File: src/rtl/nn_fixed_point_pkg.sv
// Shared fixed-point types and helpers for the neural-net datapath blocks.
// Accumulator FSM states, accumulator sizing, round and saturate helpers.
package nn_fixed_point_pkg;

  typedef enum logic [1:0] {
    IDLE,
    ACCUM,
    FINALIZE,
    OUTPUT
  } accumulator_state_t;

  localparam int WIDE_W = 64;

  typedef logic signed [WIDE_W-1:0] wide_t;

  typedef struct packed {
    wide_t val;
    logic  sat;
  } sat_t;

  function automatic int acc_width(
    input int vl,
    input int fpl,
    input int mb
  );
    return 2 * fpl + $clog2(vl) + $clog2(mb);
  endfunction

  // Round half up, then arithmetic shift right by frac bits.
  function automatic wide_t round_shift(
    input wide_t t,
    input int    frac
  );
    return (t + (wide_t'(1) <<< (frac - 1))) >>> frac;
  endfunction

  function automatic sat_t saturate(
    input wide_t r,
    input int    fpl
  );
    wide_t hi;
    wide_t lo;
    sat_t  s;
    hi    = (wide_t'(1) <<< (fpl - 1)) - wide_t'(1);
    lo    = ~hi;
    s.val = r;
    s.sat = 1'b0;
    if (r > hi) begin
      s.val = hi;
      s.sat = 1'b1;
    end else if (r < lo) begin
      s.val = lo;
      s.sat = 1'b1;
    end
    return s;
  endfunction

endpackage

File: src/rtl/adder_tree.sv
// Combinational signed reduction of one beat of products.
// Each product is sign-extended to the accumulator width before summing.
module adder_tree
  import nn_fixed_point_pkg::*;
#(
  parameter int VECTOR_LENGTH = 16,
  parameter int PW            = 32,
  parameter int ACC_WIDTH     = 42
) (
  input  logic [VECTOR_LENGTH*PW-1:0] products_i,
  output logic signed [ACC_WIDTH-1:0] sum_o
);

  always_comb begin
    sum_o = '0;
    for (int i = 0; i < VECTOR_LENGTH; i++) begin
      sum_o = sum_o
            + ACC_WIDTH'(signed'(products_i[i*PW +: PW]));
    end
  end

endmodule

File: src/rtl/dot_product_accumulator.sv
// Accumulates product beats per neuron, adds bias, rounds, saturates.
// Define RELU_EN to clamp negative results to zero after saturation.
module dot_product_accumulator
  import nn_fixed_point_pkg::*;
#(
  parameter int VECTOR_LENGTH        = 16,
  parameter int FIXED_POINT_LENGTH   = 16,
  parameter int FIXED_POINT_POSITION = 10,
  parameter int MAX_BEATS            = 64
) (
  input  logic                                       clk_in,
  input  logic                                       rst_in,
  input  logic [VECTOR_LENGTH*2*FIXED_POINT_LENGTH-1:0] products_in,
  input  logic [FIXED_POINT_LENGTH-1:0]              bias_in,
  input  logic                                       in_valid_in,
  input  logic                                       in_last_in,
  output logic                                       in_ready_out,
  output logic [FIXED_POINT_LENGTH-1:0]              result_out,
  output logic                                       sat_out,
  output logic                                       out_valid_out,
  input  logic                                       out_ready_in,
  output logic                                       err_out
);

  localparam int FPL   = FIXED_POINT_LENGTH;
  localparam int FRAC  = FIXED_POINT_POSITION;
  localparam int PW    = 2 * FPL;
  localparam int ACC_W = acc_width(VECTOR_LENGTH, FPL, MAX_BEATS);
  localparam int CNT_W = $clog2(MAX_BEATS + 1);

  accumulator_state_t       state_q;
  logic signed [ACC_W-1:0]  beat_sum;
  logic signed [ACC_W-1:0]  acc_q;
  logic signed [FPL-1:0]    bias_q;
  logic [CNT_W-1:0]         cnt_q;
  logic [CNT_W-1:0]         cnt_d;
  logic                     in_ready_q;
  logic [FPL-1:0]           result_q;
  logic [FPL-1:0]           result_d;
  logic                     sat_q;
  logic                     sat_d;
  logic                     out_valid_q;
  logic                     err_q;
  logic                     accept;
  wide_t                    t_w;
  wide_t                    r_w;
  sat_t                     s_w;

  adder_tree #(
    .VECTOR_LENGTH (VECTOR_LENGTH),
    .PW            (PW),
    .ACC_WIDTH     (ACC_W)
  ) u_tree (
    .products_i (products_in),
    .sum_o      (beat_sum)
  );

  assign accept = in_valid_in && in_ready_q;

  always_comb begin
    cnt_d = (state_q == IDLE) ? CNT_W'(1) : cnt_q + 1'b1;
  end

  // Products are Q(2*FRAC); a single FRAC shift lands on the result format.
  always_comb begin
    t_w = wide_t'(acc_q) + (wide_t'(bias_q) <<< FRAC);
    r_w = round_shift(t_w, FRAC);
    s_w = saturate(r_w, FPL);
`ifdef RELU_EN
    if (s_w.val[WIDE_W-1]) begin
      result_d = '0;
      sat_d    = 1'b0;
    end else begin
      result_d = FPL'(s_w.val);
      sat_d    = s_w.sat;
    end
`else
    result_d = FPL'(s_w.val);
    sat_d    = s_w.sat;
`endif
  end

  always_ff @(posedge clk_in) begin
    if (rst_in) begin
      state_q     <= IDLE;
      acc_q       <= '0;
      bias_q      <= '0;
      cnt_q       <= '0;
      in_ready_q  <= 1'b0;
      result_q    <= '0;
      sat_q       <= 1'b0;
      out_valid_q <= 1'b0;
      err_q       <= 1'b0;
    end else begin
      unique case (state_q)
        IDLE, ACCUM: begin
          in_ready_q <= 1'b1;
          if (accept) begin
            acc_q <= (state_q == IDLE) ? beat_sum : acc_q + beat_sum;
            if (state_q == IDLE) bias_q <= bias_in;
            cnt_q <= cnt_d;
            if (in_last_in) begin
              state_q    <= FINALIZE;
              in_ready_q <= 1'b0;
            end else if (cnt_d == CNT_W'(MAX_BEATS)) begin
              state_q    <= FINALIZE;
              in_ready_q <= 1'b0;
              err_q      <= 1'b1;
            end else begin
              state_q <= ACCUM;
            end
          end
        end
        FINALIZE: begin
          result_q    <= result_d;
          sat_q       <= sat_d;
          out_valid_q <= 1'b1;
          state_q     <= OUTPUT;
        end
        OUTPUT: begin
          if (out_ready_in) begin
            out_valid_q <= 1'b0;
            in_ready_q  <= 1'b1;
            state_q     <= IDLE;
          end
        end
        default: state_q <= IDLE;
      endcase
    end
  end

  assign in_ready_out  = in_ready_q;
  assign result_out    = result_q;
  assign sat_out       = sat_q;
  assign out_valid_out = out_valid_q;
  assign err_out       = err_q;

endmodule
File: config.mk
export PLATFORM = sky130hd
export DESIGN_NAME = dot_product_accumulator
export DESIGN_NICKNAME = d
export VERILOG_FILES = /design/src/rtl/nn_fixed_point_pkg.sv /design/src/rtl/adder_tree.sv /design/src/rtl/dot_product_accumulator.sv
export SDC_FILE = /design/constraint.sdc
export NUM_CORES = 1
export LEC_CHECK = 0
export CORE_ASPECT_RATIO = 1.4
export CORE_MARGIN = 5
export CORE_UTILIZATION = 40
export CTS_BUF_LIST = sky130_fd_sc_hd__clkbuf_8
export DETAILED_ROUTE_END_ITERATION = 8
export PLACE_DENSITY = 0.69
export SKIP_LAST_GASP = 1
export SYNTH_ARGS = -nofsm -noshare
export SYNTH_HDL_FRONTEND = slang
export SYNTH_HIERARCHICAL = 1
export SYNTH_SLANG_ARGS = --single-unit
File: constraint.sdc
create_clock -name clk_in -period 13.05 [get_ports clk_in]
set_clock_uncertainty 0.15 [all_clocks]
set_input_delay 3.915 -clock clk_in [delete_from_list [all_inputs] [get_ports clk_in]]
set_output_delay 3.915 -clock clk_in [all_outputs]
set_load 0.02 [all_outputs]
layer_met1.png
(2 px per um) Supply wires on this layer in grey. Cells faint in the background.
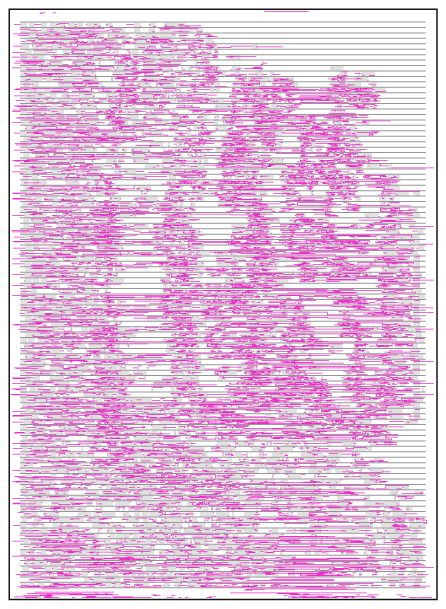
share of all routed wire = 39%
nets with wire on the layer = 4362

layer_met4.png
(1.5 px per um) Supply wires on this layer in grey.
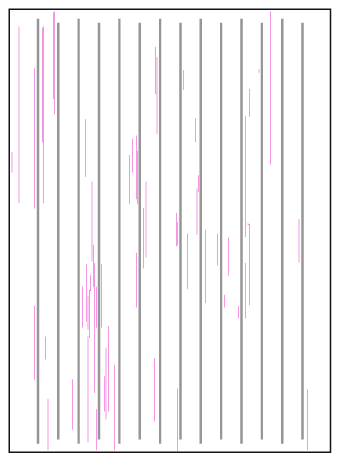
nets with wire on the layer = 51
wire length on this layer = 2410 um
longest straight run = 118 um

==> ci_impl_report.md <==
### Flow metrics

| Metric | Value |
|---|---|
| Setup ws final | -0.615 ns |
| Slew headroom | 0.377 |
| Met3 Use GR | 0.0293 |
| PostCTS Resize Cnt | 481 |
| Final setup fails | 14 |
| WHS Endpoint | acc_q[6]$_SDFFE_PP0P_ |
| XOR Share, Synth | 0.0432 |
| Busiest grt layer | met2 |
| Fmax | 73.2 MHz |
| Period minus WS final | 13.67 ns |
| YS chip area | 23100 um^2 |
| Gr ovfl total | 0 |
| FF-to-FF Start | bias_q[15]$_SDFFE_PP0P_ |
| Most common cell on crit path | fa_1 |
| Logic share of the area | 0.602 |
| Clock buf count | 9 |
| RSZ-0062 raised after global routing | true |
| Largest stage delay on the critical path | about 0.59 ns |
| H-tree Lvls | 3 |
| Critical Path End Type | flop |
| Syn Area/Cell | 8.77 um^2 |
| Vias in the first global route | 24800 |
| Initial antenna violation count | 11 |
| Fillers | 5051 |
| Inserted Clock Buffers | 9 |
| Ys Warns | 6 |
| Init Core Util | 0.402 |
| R2R cell count | 12 |
| Row Count | 104 |
| DRC | 0 |
| Seq/total area | 0.0513 |
| Highest metal layer with signal wires | met4 |
| Top class by area | combinational gates |
| Synth top cells by count | inv_1 (582), fa_1 (444), a21oi_1 (176) |
| Number of enable flip-flop cells | 0 |
| Critical Path RT | 13.23 ns |
| Logic inverters | 582 |
| Via total after detailed routing | 22000 |
| Status | finished with violations |
| Reg with most FFs | acc_q |
| Most frequent logic cells in the routed design | inv_1 (499), fa_1 (406), clkdlybuf4s50_1 (389) |
| Met1 Routed Length | between 30000 and 40000 um |
| Nets at Floorplan | around 3800 |
| Place WS | -1.63 ns |
| Yosys top cell by instances | inv_1 |
| R2R Setup Slk | 8.23 ns |
| Top cells by area | fa_1 (38%), inv_1 (9.5%), ha_1 (8.3%), dfxtp_1 (7.5%), a21oi_1 (3.8%) |
| Crit path max fanout | 3 |
| Reg clk slew, reported paths | around 0.13 ns |
| Synth logic family | adder cells |
| Tool warnings | 29 |
| Top cell excl fill/tap | inv_1 |
| Ant diodes | 11 |
| Final core utilization | 0.592 |
| CTS tree | done |
| Clk sink count | 87 |
| Simple Share, Synth | 0.118 |
| I/O pin cnt | about 550 |
| Largest register FFs | 42 |
| CORE AREA | around 57000 um^2 |
| Failing checks | setup timing |
| PortBufs | 552 |
| CTS Buffer Depth | 2 |
wires.png
(1.5 px per um) Two of the layers only.
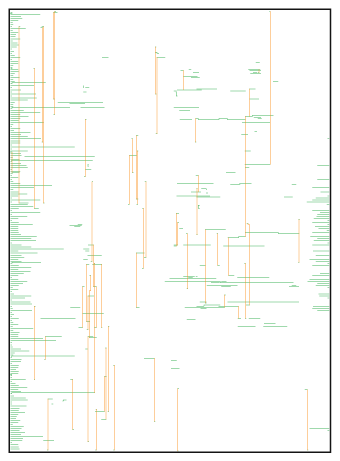
metal 4 -> orange  # wire length 2410 um
metal 3 -> green  # wire length 3170 um

